$ cat config.mk
export PLATFORM = sky130hd
export DESIGN_NAME = pe_bfly_pipe
export DESIGN_NICKNAME = d
export VERILOG_FILES = /design/src/rtl/poly_arith_pkg.sv /design/src/rtl/pe_bfly_pipe_arith.sv /design/src/rtl/pe_out_fifo.sv /design/src/rtl/pe_bfly_pipe.sv
export SDC_FILE = /design/constraint.sdc
export NUM_CORES = 2
export LEC_CHECK = 0
export CELL_PAD_IN_SITES_DETAIL_PLACEMENT = 1
export CELL_PAD_IN_SITES_GLOBAL_PLACEMENT = 1
export CORE_UTILIZATION = 38
export DETAILED_ROUTE_END_ITERATION = 8
export PLACE_DENSITY = 0.67
export SLEW_MARGIN = 20
export SYNTH_ARGS = -nofsm -noshare
export SYNTH_HDL_FRONTEND = slang
export SYNTH_HIERARCHICAL = 1
export SYNTH_SLANG_ARGS = --single-unit
$ cat constraint.sdc
create_clock -name clk -period 45.8 [get_ports clk]
set_clock_uncertainty 0.2 [all_clocks]
set_input_delay 6.87 -clock clk [delete_from_list [all_inputs] [get_ports clk]]
set_output_delay 6.87 -clock clk [all_outputs]
set_load 0.1 [all_outputs]
$ cat src/rtl/poly_arith_pkg.sv
// Shared arithmetic types for the ML-KEM arithmetic unit: coefficient type,
// butterfly mode tags, the modulus, and the PE output beat payload.
package poly_arith_pkg;

   localparam int unsigned KYBER_Q = 3329;
   localparam int unsigned COEFF_W = 12;

   typedef logic [COEFF_W-1:0] coeff_t;

   // Encodings 3'd6 and 3'd7 are undefined; the PE answers them with zeros.
   typedef enum logic [2:0] {
      MODE_NTT    = 3'd0,
      MODE_INTT   = 3'd1,
      MODE_CWM    = 3'd2,
      MODE_COMP   = 3'd3,
      MODE_DECOMP = 3'd4,
      MODE_ADDSUB = 3'd5
   } pe_mode_e;

   // One result beat as stored in the PE output FIFO.
   typedef struct packed {
      coeff_t   u;
      coeff_t   v;
      pe_mode_e mode;
   } pe_beat_t;

endpackage

$ cat src/rtl/pe_bfly_pipe_arith.sv
// Modular arithmetic building blocks and a generic delay line used by the
// butterfly PE. All operands are assumed already reduced (< Q).

// Fixed-depth shift register; optional clear on rst (used for valid/tag lines).
module delay_n #(
   parameter int DWIDTH  = 1,
   parameter int DEPTH   = 1,
   parameter bit HAS_RST = 1'b0
) (
   input  logic              clk,
   input  logic              rst,
   input  logic [DWIDTH-1:0] d,
   output logic [DWIDTH-1:0] q
);
   logic [DWIDTH-1:0] pipe [DEPTH];

   // Shift one stage per clock; data-only lines skip the reset.
   always_ff @(posedge clk) begin
      if (HAS_RST && rst) begin
         for (int i = 0; i < DEPTH; i++) pipe[i] <= '0;
      end else begin
         pipe[0] <= d;
         for (int i = 1; i < DEPTH; i++) pipe[i] <= pipe[i-1];
      end
   end

   assign q = pipe[DEPTH-1];
endmodule

// (a + b) mod Q.
module mod_add #(
   parameter int W = 12,
   parameter int Q = 3329
) (
   input  logic [W-1:0] a,
   input  logic [W-1:0] b,
   output logic [W-1:0] y
);
   logic [W:0] s;

   // One conditional subtract suffices since a, b < Q.
   always_comb begin
      s = {1'b0, a} + {1'b0, b};
      y = (s >= (W+1)'(Q)) ? W'(s - (W+1)'(Q)) : W'(s);
   end
endmodule

// (a - b) mod Q.
module mod_sub #(
   parameter int W = 12,
   parameter int Q = 3329
) (
   input  logic [W-1:0] a,
   input  logic [W-1:0] b,
   output logic [W-1:0] y
);
   // Wrap-around in W bits is harmless: the true result lies in [0, Q).
   always_comb begin
      y = (a >= b) ? (a - b) : (a - b + W'(Q));
   end
endmodule

// x / 2 mod Q: even x shifts, odd x adds Q first (Q odd makes the sum even).
module mod_div_by_2 #(
   parameter int W = 12,
   parameter int Q = 3329
) (
   input  logic [W-1:0] x,
   output logic [W-1:0] y
);
   logic [W:0] s;

   // Widen by one bit so x + Q cannot overflow before the shift.
   always_comb begin
      s = {1'b0, x} + (x[0] ? (W+1)'(Q) : '0);
      y = W'(s >> 1);
   end
endmodule

// (a * b) mod Q with LAT register stages after the reduction.
module mod_mul #(
   parameter int W   = 12,
   parameter int Q   = 3329,
   parameter int LAT = 2
) (
   input  logic         clk,
   input  logic [W-1:0] a,
   input  logic [W-1:0] b,
   output logic [W-1:0] y
);
   logic [2*W-1:0] prod;
   logic [W-1:0]   red;

   // Full product then constant-modulus reduction; the pipe lets synthesis retime.
   always_comb begin
      prod = {{W{1'b0}}, a} * {{W{1'b0}}, b};
      red  = W'(prod % (2*W)'(Q));
   end

   delay_n #(.DWIDTH(W), .DEPTH(LAT), .HAS_RST(1'b0)) u_pipe (
      .clk (clk),
      .rst (1'b0),
      .d   (red),
      .q   (y)
   );
endmodule

$ cat src/rtl/pe_out_fifo.sv
// Synchronous first-word-fall-through FIFO for PE result beats. The head is
// visible whenever count != 0 and reads as zero when empty. Writers must
// respect the exposed count; there is no overflow protection.
module pe_out_fifo
   import poly_arith_pkg::*;
#(
   parameter int  DEPTH  = 6,
   parameter type beat_t = pe_beat_t,
   localparam int CW = $clog2(DEPTH + 1),
   localparam int PW = (DEPTH > 1) ? $clog2(DEPTH) : 1
) (
   input  logic          clk,
   input  logic          rst,
   input  logic          wr_en,
   input  beat_t         wr_data,
   input  logic          rd_en,
   output beat_t         rd_data,
   output logic [CW-1:0] count
);
   beat_t         mem [DEPTH];
   logic [PW-1:0] wr_ptr;
   logic [PW-1:0] rd_ptr;
   logic          do_pop;

   function automatic logic [PW-1:0] ptr_next(input logic [PW-1:0] p);
      return (p == PW'(DEPTH - 1)) ? '0 : p + PW'(1);
   endfunction

   assign do_pop  = rd_en && (count != '0);
   assign rd_data = (count != '0) ? mem[rd_ptr] : '0;

   // Payload storage is never reset; only pointers and count define contents.
   always_ff @(posedge clk) begin
      if (wr_en && !rst) mem[wr_ptr] <= wr_data;
   end

   // Pointer and occupancy bookkeeping; write and pop may share an edge.
   always_ff @(posedge clk) begin
      if (rst) begin
         wr_ptr <= '0;
         rd_ptr <= '0;
         count  <= '0;
      end else begin
         if (wr_en)  wr_ptr <= ptr_next(wr_ptr);
         if (do_pop) rd_ptr <= ptr_next(rd_ptr);
         count <= count + CW'(wr_en) - CW'(do_pop);
      end
   end
endmodule

$ cat src/rtl/pe_bfly_pipe.sv
// Pipelined six-mode butterfly PE with per-beat mode tags, fixed latency
// LAT = MUL_LAT + 2 for every mode, and a credit-controlled output FIFO.
//
// Handshakes: input beat transfers on a rising edge with valid_i && ready_o;
// output beat transfers on a rising edge with valid_o && ready_i. ready_o is
// a function of registered credit state and rst only, and valid_o of FIFO
// occupancy and rst only, so neither handshake has a combinational loop.
module pe_bfly_pipe
   import poly_arith_pkg::*;
#(
   parameter int COEFF_WIDTH = 12,
   parameter int Q           = KYBER_Q,
   parameter int MUL_LAT     = 2,
   parameter int FIFO_DEPTH  = 6
) (
   input  logic                   clk,
   input  logic                   rst,
   input  logic [COEFF_WIDTH-1:0] a_i,
   input  logic [COEFF_WIDTH-1:0] b_i,
   input  logic [COEFF_WIDTH-1:0] w_i,
   input  pe_mode_e               mode_i,
   input  logic                   valid_i,
   output logic                   ready_o,
   output logic [COEFF_WIDTH-1:0] u_o,
   output logic [COEFF_WIDTH-1:0] v_o,
   output pe_mode_e               mode_o,
   output logic                   valid_o,
   input  logic                   ready_i,
   output logic                   busy_o
);
   localparam int W   = COEFF_WIDTH;
   localparam int LAT = MUL_LAT + 2;
   localparam int MW  = $bits(pe_mode_e);
   localparam int IW  = $clog2(LAT + 1);
   localparam int CW  = $clog2(FIFO_DEPTH + 1);
   localparam int SW  = $clog2(LAT + FIFO_DEPTH + 1) + 1;

   typedef logic [W-1:0] cw_t;
   typedef struct packed {
      cw_t      u;
      cw_t      v;
      pe_mode_e mode;
   } beat_t;

   if (Q >= (1 << COEFF_WIDTH)) begin : g_chk_q_range
      $error("Q must be below 2**COEFF_WIDTH");
   end
   if ((Q % 2) == 0) begin : g_chk_q_odd
      $error("Q must be odd");
   end
   if (FIFO_DEPTH < 1) begin : g_chk_fifo
      $error("FIFO_DEPTH must be at least 1");
   end
   if (MUL_LAT < 1) begin : g_chk_mul_lat
      $error("MUL_LAT must be at least 1");
   end

   logic          accept;
   logic [IW-1:0] inflight;
   logic [CW-1:0] fifo_cnt;

   assign accept = valid_i && ready_o;

   // ---- valid/tag line: the staged tag drives every result select ----
   logic [MW:0] tag_q;
   logic        tag_v;
   pe_mode_e    tag_mode;

   delay_n #(.DWIDTH(MW + 1), .DEPTH(LAT), .HAS_RST(1'b1)) u_tag (
      .clk (clk),
      .rst (rst),
      .d   ({accept, mode_i}),
      .q   (tag_q)
   );
   assign tag_v    = tag_q[MW];
   assign tag_mode = pe_mode_e'(tag_q[MW-1:0]);

   // ---- INTT / ADDSUB front: add/sub on raw operands ----
   cw_t sum_c, diff_c;
   cw_t s1_sum, s1_diff, s1_w;
   cw_t half_c, half_d, intt_prod;
   cw_t as_u, as_v;

   mod_add #(.W(W), .Q(Q)) u_add_in (.a(a_i), .b(b_i), .y(sum_c));
   mod_sub #(.W(W), .Q(Q)) u_sub_in (.a(a_i), .b(b_i), .y(diff_c));

   // First stage of the INTT and ADDSUB paths.
   always_ff @(posedge clk) begin
      s1_sum  <= sum_c;
      s1_diff <= diff_c;
      s1_w    <= w_i;
   end

   mod_div_by_2 #(.W(W), .Q(Q)) u_half (.x(s1_sum), .y(half_c));

   delay_n #(.DWIDTH(W), .DEPTH(MUL_LAT), .HAS_RST(1'b0)) u_half_dly (
      .clk (clk),
      .rst (1'b0),
      .d   (half_c),
      .q   (half_d)
   );

   mod_mul #(.W(W), .Q(Q), .LAT(MUL_LAT)) u_mul_intt (
      .clk (clk),
      .a   (s1_diff),
      .b   (s1_w),
      .y   (intt_prod)
   );

   delay_n #(.DWIDTH(2 * W), .DEPTH(LAT - 1), .HAS_RST(1'b0)) u_as_dly (
      .clk (clk),
      .rst (1'b0),
      .d   ({s1_sum, s1_diff}),
      .q   ({as_u, as_v})
   );

   // ---- NTT / CWM / COMP / DECOMP front: B*W on raw operands ----
   cw_t bw, a_d, ntt_add_c, ntt_sub_c;
   cw_t x_add, x_sub, x_a, x_bw;
   cw_t y_ntt_u, y_ntt_v, y_a, y_bw, y_intt_u, y_intt_v;

   mod_mul #(.W(W), .Q(Q), .LAT(MUL_LAT)) u_mul_bw (
      .clk (clk),
      .a   (b_i),
      .b   (w_i),
      .y   (bw)
   );

   delay_n #(.DWIDTH(W), .DEPTH(MUL_LAT), .HAS_RST(1'b0)) u_a_dly (
      .clk (clk),
      .rst (1'b0),
      .d   (a_i),
      .q   (a_d)
   );

   mod_add #(.W(W), .Q(Q)) u_add_ntt (.a(a_d), .b(bw), .y(ntt_add_c));
   mod_sub #(.W(W), .Q(Q)) u_sub_ntt (.a(a_d), .b(bw), .y(ntt_sub_c));

   // Butterfly add/sub stage, with A and B*W carried alongside for COMP/DECOMP.
   always_ff @(posedge clk) begin
      x_add <= ntt_add_c;
      x_sub <= ntt_sub_c;
      x_a   <= a_d;
      x_bw  <= bw;
   end

   // Final result registers of every path, aligned with the tag line output.
   always_ff @(posedge clk) begin
      y_ntt_u  <= x_add;
      y_ntt_v  <= x_sub;
      y_a      <= x_a;
      y_bw     <= x_bw;
      y_intt_u <= half_d;
      y_intt_v <= intt_prod;
   end

   // ---- result select on the staged tag ----
   beat_t wr_beat;

   // Pick the path matching the beat's own tag; undefined tags yield zeros.
   always_comb begin
      wr_beat      = '0;
      wr_beat.mode = tag_mode;
      case (tag_mode)
         MODE_NTT, MODE_CWM: begin
            wr_beat.u = y_ntt_u;
            wr_beat.v = y_ntt_v;
         end
         MODE_INTT: begin
            wr_beat.u = y_intt_u;
            wr_beat.v = y_intt_v;
         end
         MODE_COMP, MODE_DECOMP: begin
            wr_beat.u = y_a;
            wr_beat.v = y_bw;
         end
         MODE_ADDSUB: begin
            wr_beat.u = as_u;
            wr_beat.v = as_v;
         end
         default: ;
      endcase
   end

   // ---- output FIFO and credit accounting ----
   beat_t head;
   logic  pop;

   assign pop = valid_o && ready_i;

   pe_out_fifo #(.DEPTH(FIFO_DEPTH), .beat_t(beat_t)) u_fifo (
      .clk     (clk),
      .rst     (rst),
      .wr_en   (tag_v),
      .wr_data (wr_beat),
      .rd_en   (pop),
      .rd_data (head),
      .count   (fifo_cnt)
   );

   // Beats accepted but not yet written to the FIFO.
   always_ff @(posedge clk) begin
      if (rst) inflight <= '0;
      else     inflight <= inflight + IW'(accept) - IW'(tag_v);
   end

   // Every accepted beat already owns a FIFO slot, so the FIFO cannot overflow.
   assign ready_o = !rst && ((SW'(inflight) + SW'(fifo_cnt)) < SW'(FIFO_DEPTH));
   assign valid_o = !rst && (fifo_cnt != '0);
   assign busy_o  = !rst && ((inflight != '0) || (fifo_cnt != '0));
   assign u_o     = valid_o ? head.u : '0;
   assign v_o     = valid_o ? head.v : '0;
   assign mode_o  = valid_o ? head.mode : pe_mode_e'(3'd0);

endmodule

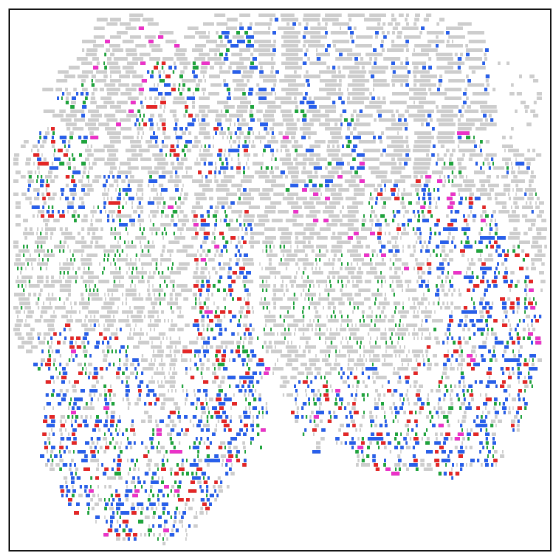
*Gate-type map*
color	family	cells	most used
blue	inverting AOI/OAI gates	943	a21oi_1
green	NAND gates	677	nand2_1
red	AND-OR and OR-AND gates	258	a21o_1
magenta	multiplexers	77	mux2i_1
most frequent standard cell in the layout excluding fill and tap cells: nand2_1
logic share of the area: 61.37%

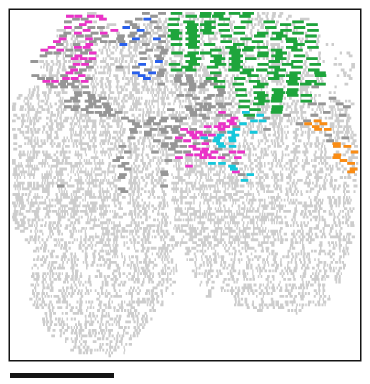
*Register map, names as in the netlist*
The bar under the picture is 100 um long.
color	name in the netlist	flops
blue	x_a	12
orange	u_tag/pipe	16
cyan	u_mul_intt/u_pipe/pipe	24
green	u_fifo/mem	162
magenta	u_as_dly/pipe	72
not colored	231

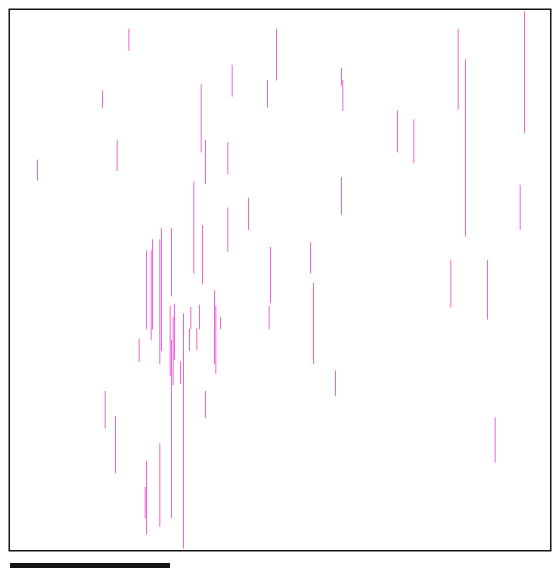
*M4 wires*
The bar under the picture is 100 um long.
nets with wire on the layer	45
longest straight run	146 um
overall via count from detail_route: 34,580
WL final: 121.8 mm

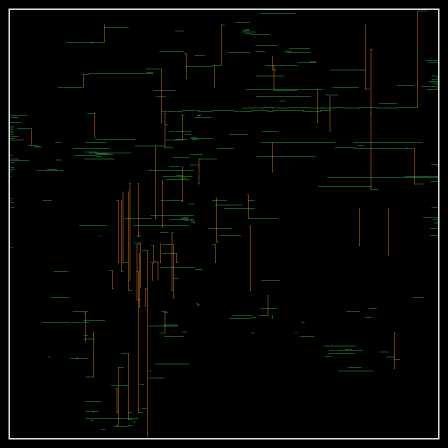
*Wiring by layer*
Only two layers are drawn.
color	layer	wire length
green	met3	3,200 um
orange	met4	2,060 um

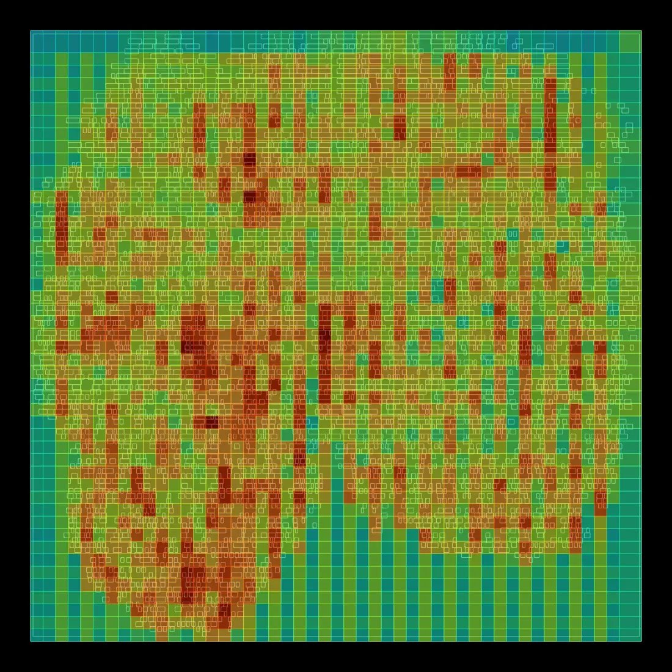
*Track usage over the die*
met3 GRT Util: 1.518%
Final Core Density: 40.85%
met1 global-route usage: 29.40%
global router's overall resource usage: 21.20%

==> run_summary.xml <==
<?xml version="1.0" encoding="UTF-8"?>
<metrics>
  <group name="global_routing">
    <metric name="globalRoute.busiestLayer" unit="">met2</metric>
    <metric name="initial_antenna_violation_count" unit="">10</metric>
    <metric name="grt_max_degree" unit="">64</metric>
  </group>
  <group name="synth">
    <metric name="yosysWarnings" unit="">6</metric>
    <metric name="postSynthNetCount" unit="">5088</metric>
    <metric name="mappedNetlistArea" unit="mm2">0.04251</metric>
  </group>
  <group name="setup_path">
    <metric name="cpPeakStageDelay" unit="ps">870</metric>
    <metric name="worstPathMaxFanout" unit="">14</metric>
    <metric name="worstSetupEndpointType" unit="">register</metric>
    <metric name="cp-start-kind" unit="">input port</metric>
    <metric name="worstReg2RegEnd" unit="">u_mul_intt/u_pipe/pipe[0][3]$_DFF_P_</metric>
    <metric name="reg2reg_setup_slack" unit="ps">24520</metric>
    <metric name="worst-endpoint-required" unit="ps">46040</metric>
    <metric name="reg2reg_depth" unit="">60</metric>
    <metric name="worst-endpoint-arrival" unit="ps">27640</metric>
    <metric name="worstSetupStartpoint" unit="">b_i[7]</metric>
  </group>
  <group name="hold_path">
    <metric name="hold-path-endpoint" unit="">u_as_dly/pipe[0][45]$_DFF_P_</metric>
    <metric name="hold_path_class" unit="">reg -&gt; reg</metric>
  </group>
  <group name="layout">
    <metric name="finalNonFillerCells" unit="">6055</metric>
    <metric name="nonClkBufAreaFrac" unit="%">1.973</metric>
    <metric name="n_all_buffers" unit="">96</metric>
    <metric name="largestRegisters" unit="">u_fifo/mem (162), u_as_dly/pipe (72)</metric>
    <metric name="antenna_cells_inserted" unit="">4</metric>
    <metric name="dominant_cells" unit="">logic gates</metric>
    <metric name="layout_cells_sized_above_1" unit="%">9.029</metric>
    <metric name="final_net_count" unit="">4971</metric>
    <metric name="fillCellCount" unit="">12820</metric>
  </group>
  <group name="cts">
    <metric name="post_cts.resized_instances" unit="">0</metric>
    <metric name="cell_at_the_root_of_the_clock_tree" unit="">clkbuf_16</metric>
    <metric name="cts_post_setup_buffers_inserted" unit="">0</metric>
    <metric name="cts-buffers-inserted" unit="">47</metric>
    <metric name="cts_htree_levels" unit="">2</metric>
  </group>
  <group name="placement">
    <metric name="dp_hpwl" unit="mm">93.43</metric>
    <metric name="postPlaceCellArea" unit="mm2">0.04378</metric>
  </group>
  <group name="final_timing">
    <metric name="highest_clock_rate" unit="MHz">36.51</metric>
    <metric name="setup_tns" unit="ps">0</metric>
    <metric name="timing.final.crit_share" unit="%">59.81</metric>
    <metric name="timing.final.max_slew_violations" unit="">0</metric>
    <metric name="setup_viol" unit="">0</metric>
    <metric name="slew_headroom" unit="%">24.64</metric>
  </group>
  <group name="run_status">
    <metric name="status" unit="">completed</metric>
  </group>
  <group name="die">
    <metric name="pin_count" unit="">73</metric>
    <metric name="placementRows" unit="">122</metric>
    <metric name="die_x" unit="um">336.5</metric>
  </group>
  <group name="drt">
    <metric name="top_layer_used" unit="">met4</metric>
  </group>
</metrics>
